## config.mk

```make
export PLATFORM = sky130hd
export DESIGN_NAME = line_render_scheduler
export DESIGN_NICKNAME = d
export VERILOG_FILES = /design/src/rtl/line_render_scheduler.sv
export SDC_FILE = /design/constraint.sdc
export NUM_CORES = 1
export LEC_CHECK = 0
export CORE_UTILIZATION = 48
export DETAILED_ROUTE_END_ITERATION = 8
export HOLD_SLACK_MARGIN = 0.08
export PLACE_DENSITY = 0.91
export SETUP_SLACK_MARGIN = 0.4
export SLEW_MARGIN = 10
export SYNTH_ARGS = -nofsm -noshare
export SYNTH_HDL_FRONTEND = slang
export SYNTH_SLANG_ARGS = --single-unit
```

## constraint.sdc

```tcl
create_clock -name clk_pix -period 2.33 [get_ports clk_pix]
set_input_delay 0.3495 -clock clk_pix [delete_from_list [all_inputs] [get_ports clk_pix]]
set_output_delay 0.3495 -clock clk_pix [all_outputs]
set_load 0.01 [all_outputs]
```

## src/rtl/line_render_scheduler.sv

```systemverilog
// Per-scanline sequencer: detects line boundaries, runs PREP then DRAW, muxes the OAM read port,
// strobes the line-buffer swap and counts overruns. Optional stage watchdog: LINE_SCHED_WATCHDOG_EN.
module line_render_scheduler #(
  parameter int CORDW           = 10,
  parameter int V_RES           = 480,
  parameter int V_TOTAL         = 525,
  parameter int OAM_ADDR_W      = 6,
  parameter int WATCHDOG_CYCLES = 700
) (
  input  logic                  clk_pix,
  input  logic                  btn_rst,
  input  logic [CORDW-1:0]      sy,
  output logic                  prep_start,
  input  logic                  prep_done,
  output logic                  draw_start,
  input  logic                  draw_done,
  output logic                  stage_abort,
  input  logic [OAM_ADDR_W-1:0] oam_addr_prep,
  input  logic [OAM_ADDR_W-1:0] oam_addr_draw,
  output logic [OAM_ADDR_W-1:0] oam_read_addr,
  output logic [CORDW-1:0]      render_line,
  output logic                  buffer_swap,
  output logic                  busy,
  output logic                  overrun,
  output logic [15:0]           overrun_count
);

  typedef enum logic [1:0] {IDLE, PREP, DRAW, DONE} state_t;

  state_t           state_q;
  logic [CORDW-1:0] last_sy_q, render_line_q;
  logic             primed_q;
  logic             prep_start_q, draw_start_q, stage_abort_q, buffer_swap_q, overrun_q;
  logic [15:0]      ovr_cnt_q, ovr_cnt_d;

  logic             line_edge;
  logic [CORDW-1:0] tgt;
  logic             tgt_visible;

  // primed_q masks the first cycle after reset, when last_sy_q does not yet hold a real line
  assign line_edge   = primed_q && (sy != last_sy_q);
  assign tgt         = (sy == CORDW'(V_TOTAL-1)) ? '0 : sy + CORDW'(1);
  assign tgt_visible = (tgt < CORDW'(V_RES));
  assign ovr_cnt_d   = (ovr_cnt_q == 16'hFFFF) ? ovr_cnt_q : ovr_cnt_q + 16'd1;

`ifdef LINE_SCHED_WATCHDOG_EN
  localparam int WD_W = $clog2(WATCHDOG_CYCLES + 1);
  logic [WD_W-1:0] wd_q, wd_d;
  logic            wd_trip;
  assign wd_trip = (wd_q == WD_W'(WATCHDOG_CYCLES - 1));
  assign wd_d    = wd_q + WD_W'(1);
`else
  logic unused_wd_cfg;
  assign unused_wd_cfg = (WATCHDOG_CYCLES != 0);
`endif

  always_ff @(posedge clk_pix or negedge btn_rst) begin
    if (!btn_rst) begin
      state_q       <= IDLE;
      last_sy_q     <= '0;
      primed_q      <= 1'b0;
      render_line_q <= '0;
      prep_start_q  <= 1'b0;
      draw_start_q  <= 1'b0;
      stage_abort_q <= 1'b0;
      buffer_swap_q <= 1'b0;
      overrun_q     <= 1'b0;
      ovr_cnt_q     <= '0;
`ifdef LINE_SCHED_WATCHDOG_EN
      wd_q          <= '0;
`endif
    end else begin
      last_sy_q     <= sy;
      primed_q      <= 1'b1;
      prep_start_q  <= 1'b0;
      draw_start_q  <= 1'b0;
      stage_abort_q <= 1'b0;
      buffer_swap_q <= 1'b0;
      overrun_q     <= 1'b0;
      if (line_edge) begin
        // a boundary always wins over a coincident done: the late stage is cut off
        render_line_q <= tgt;
        case (state_q)
          DONE: buffer_swap_q <= 1'b1;
          PREP, DRAW: begin
            stage_abort_q <= 1'b1;
            overrun_q     <= 1'b1;
            ovr_cnt_q     <= ovr_cnt_d;
          end
          default: ;
        endcase
        if (tgt_visible) begin
          prep_start_q <= 1'b1;
          state_q      <= PREP;
        end else begin
          state_q      <= IDLE;
        end
`ifdef LINE_SCHED_WATCHDOG_EN
        wd_q <= '0;
`endif
      end else begin
        case (state_q)
          PREP: begin
            if (prep_done) begin
              draw_start_q <= 1'b1;
              state_q      <= DRAW;
`ifdef LINE_SCHED_WATCHDOG_EN
              wd_q         <= '0;
            end else if (wd_trip) begin
              stage_abort_q <= 1'b1;
              overrun_q     <= 1'b1;
              ovr_cnt_q     <= ovr_cnt_d;
              state_q       <= IDLE;
            end else begin
              wd_q <= wd_d;
`endif
            end
          end
          DRAW: begin
            if (draw_done) begin
              state_q <= DONE;
`ifdef LINE_SCHED_WATCHDOG_EN
            end else if (wd_trip) begin
              stage_abort_q <= 1'b1;
              overrun_q     <= 1'b1;
              ovr_cnt_q     <= ovr_cnt_d;
              state_q       <= IDLE;
            end else begin
              wd_q <= wd_d;
`endif
            end
          end
          default: ;
        endcase
      end
    end
  end

  always_comb begin
    oam_read_addr = '0;
    case (state_q)
      PREP:    oam_read_addr = oam_addr_prep;
      DRAW:    oam_read_addr = oam_addr_draw;
      default: oam_read_addr = '0;
    endcase
  end

  assign busy          = (state_q == PREP) || (state_q == DRAW);
  assign prep_start    = prep_start_q;
  assign draw_start    = draw_start_q;
  assign stage_abort   = stage_abort_q;
  assign buffer_swap   = buffer_swap_q;
  assign overrun       = overrun_q;
  assign overrun_count = ovr_cnt_q;
  assign render_line   = render_line_q;

endmodule

```

==> run notes, run 1 <==
impl run done, here's what came out: Synth Net Count 243, Int Pwr 1.53 mW, CTS-repair resized insts 16, Placeable Area approximately 0.0044 mm2, final worst path period share 81.0%, crit path DAT 2110 ps, Top power group sequential cells, aoi share 8.90%, top-count cell post-synth dfrtp_1, DP HPWL 3.74 mm, Init Core Util between 50% and 60%, Cell Type Count 42, Largest delay share family, worst path simple AND/OR/NAND/NOR gates, FF-to-FF Start state_q[0]$_DFFE_PN0P_, area share, top type 47.9%, Worst-Skew Late Latency 300 ps, total of fill cells in the finished design 295, WL met3 202 um, flip-flop and latch power 0.970 mW, fmax roughly 0.53 GHz, Tmin final 1890 ps, DR vias/cell 5.58, met3 Track Usage GR 4.18%, Worst Setup EP overrun_count[13]$_DFFE_PN0P_, Max VDD drop roughly 460 uV, Flop Count 43, drt first pass iters 4, status finished clean, dominant kind of cell multi-input combinational cells, P&R area growth vs syn 47.7%, Slew headroom between 30% and 40%, initial antenna violation count 0, tapcell count 52, Routed met1 length 2.48 mm, Synth Instances 211, share of layout cells above drive strength 1 21.2%, xor/xnor share 13.1%, Leak Pwr approximately 1.4 nW, Setup violations, final 0, CTS Hold Bufs 0, clock skew 4.39 ps, Logic area 0.00120 mm2, post-synthesis sequential area ratio 47.9%, worst-case clock buffer depth 2, total combinational power 0.758 mW, number of global-route vias before repair 1965, FF-to-FF setup slack between 400 and 500 ps, worst path buffer plus inverter count 1, top sig layer met4, Reg area 0.00108 mm2, fin. max-slew vios 0, NonClk Buf Share ~25%, dominant logic cell type in the layout clkdlybuf4s50_1, Fin Setup TNS 0 ps, Final nets 324
**Run 1: met2 routing**

Scale bar: 20 um.
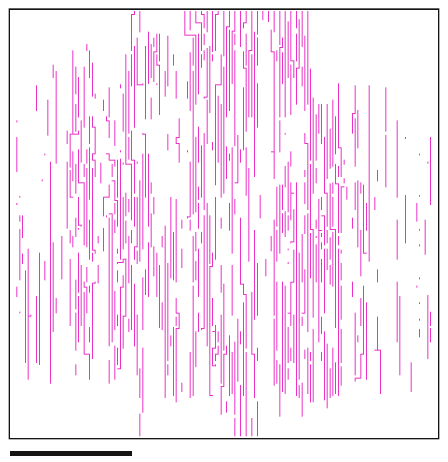
longest straight run: 36.4 um
nets with wire on the layer: 294
share of all routed wire: 53%
wire length on this layer: 3120 um
routed via count: 1925
routed wire length: 5.87 mm
met2 Use GR: 40.7%

**Run 1: wires at chosen ports, followed through buffers**

Scale bar: 20 um.
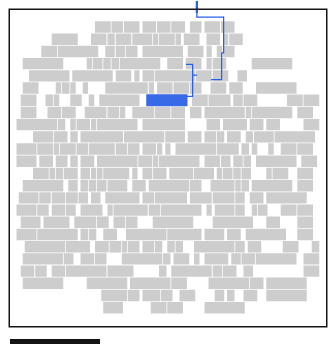
| color | port | bits | direction | edge | end cells | wire |
|---|---|---|---|---|---|---|
| blue | stage_abort | 1 | output | top | 1 | 34.8 um |
I/O pins: 64
Port Buf Inserts: 63

**Run 1: signal wires by layer**

Only two layers are drawn.
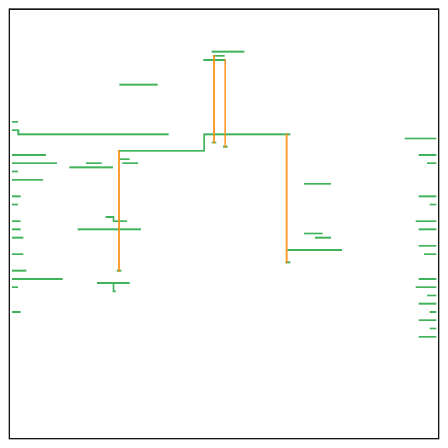
| color | layer | wire length |
|---|---|---|
| green | M3 | 202 um |
| orange | M4 | 69.4 um |
routed len/inst: 17.0 um
gr usage total: 22.6%

**Run 1: cell placement**

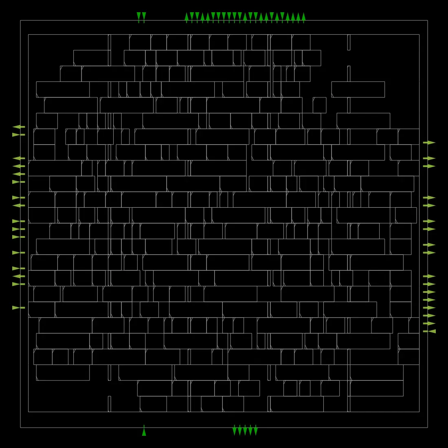
final core occ: 75.3%
Final Non-Filler Cells: 345
Row Count: 24

## Run 2: what changed since run 1
--- a/config.mk
+++ b/config.mk
@@ -5,10 +5,10 @@
 export SDC_FILE = /design/constraint.sdc
 export NUM_CORES = 1
 export LEC_CHECK = 0
-export CORE_UTILIZATION = 48
+export CORE_UTILIZATION = 43
 export DETAILED_ROUTE_END_ITERATION = 8
 export HOLD_SLACK_MARGIN = 0.08
-export PLACE_DENSITY = 0.91
+export PLACE_DENSITY = 0.87
 export SETUP_SLACK_MARGIN = 0.4
 export SLEW_MARGIN = 10
 export SYNTH_ARGS = -nofsm -noshare
==> constraint.sdc (replaced) <==
create_clock -name clk_pix -period 1.7 [get_ports clk_pix]
set_input_delay 0.255 -clock clk_pix [delete_from_list [all_inputs] [get_ports clk_pix]]
set_output_delay 0.255 -clock clk_pix [all_outputs]
set_load 0.01 [all_outputs]
**Run 2: signal wires by layer**

Only two layers are drawn.
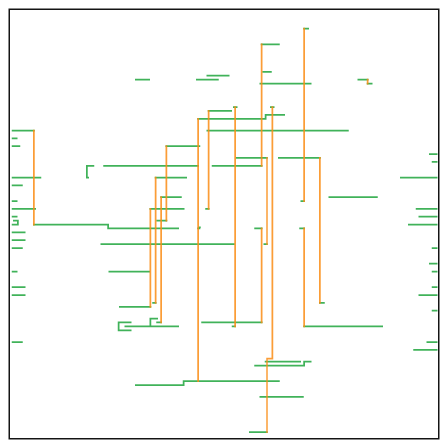
| color | layer | wire length |
|---|---|---|
| green | M3 | 363 um |
| orange | M4 | 373 um |
gr usage total: 28.4%
routed wire length: 8.66 mm
routed via count: 2322
routed len/inst: 20.8 um

**Run 2: wires at chosen ports, followed through buffers**

Scale bar: 20 um.
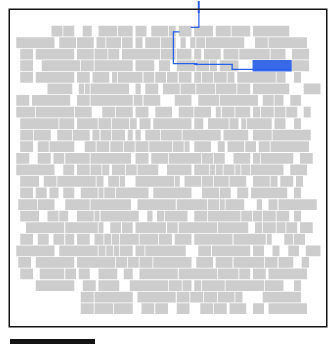
| color | port | bits | direction | edge | end cells | wire |
|---|---|---|---|---|---|---|
| blue | stage_abort | 1 | output | top | 1 | 44.3 um |

==> run notes, run 2 <==
impl run done, here's what came out: Worst EP required 1900 ps, Worst-Skew Late Latency 310 ps, top sig layer met4, Top power group combinational cells, Port Buf Inserts 63, yosys simple share 20.6%, FF-to-FF Start state_q[1]$_DFFE_PN0P_, Fin Setup TNS -1220 ps, most common logic cells in the final layout buf_4 (50), dfrtp_1 (42), buf_6 (25), top-count cell post-synth dfrtp_1, tapcell count 67, post-synthesis sequential area ratio 47.9%, Tmin final between 1500 and 2000 ps, number of global-route vias before repair 2364, Final nets 381, xor/xnor share 13.1%, initial antenna violation count 0, met2 Use GR a little over half, P&R area growth vs syn 82.3%, flip-flop and latch power 1.29 mW, crit-path cells buf_4, ha_4, nor2b_4, nand3_2, or2_4, nor2_4, mux2_4, Init Core Util 46.1%, worst-case clock buffer depth 2, Row Count 25, total of fill cells in the finished design 264, CTS-repair resized insts 150, crit path DAT 2010 ps, Synth Instances between 200 and 250, total combinational power 1.83 mW, dominant logic cell type in the layout buf_4, final worst path period share 107%, TritonCTS clock tree built, aoi share 8.90%, DR vias/cell roughly 5.6, ys flop type dfrtp_1, Int Pwr 2.44 mW, Flop Count 43, clock skew 8.28 ps, Placeable Area 0.00488 mm2, worst path buffer plus inverter count 1, WL met3 about 360 um, failing checks negative setup slack, Final Non-Filler Cells 417, Worst Setup EP overrun_count[7]$_DFFE_PN0P_, Clock buf/inv share 2.23%, Logic area ~0.0016 mm2, pre-CTS WS -408 ps, Leak Pwr 1.76 nW, area share, top type 47.9%, Largest delay share family, worst path simple AND/OR/NAND/NOR gates, final core occ about 84%, FF-to-FF setup slack -110 ps, Max VDD drop 761 uV, placed cell count 384, share of layout cells above drive strength 1 roughly half, drt first pass iters 5, dominant kind of cell multi-input combinational cells, final worst slack -111 ps, Synth Net Count 243, fmax between 0.5 and 0.6 GHz, CTS Hold Bufs 1, I/O pins 64, die height 74.3 um, Setup violations, final 27, status complete, but fails checks, Cell Type Count 42, NonClk Buf Share 30.6%, met3 Track Usage GR 6.91%, Routed met1 length 3.27 mm
No activity file was given, so power comes from the tool's default toggle rates.
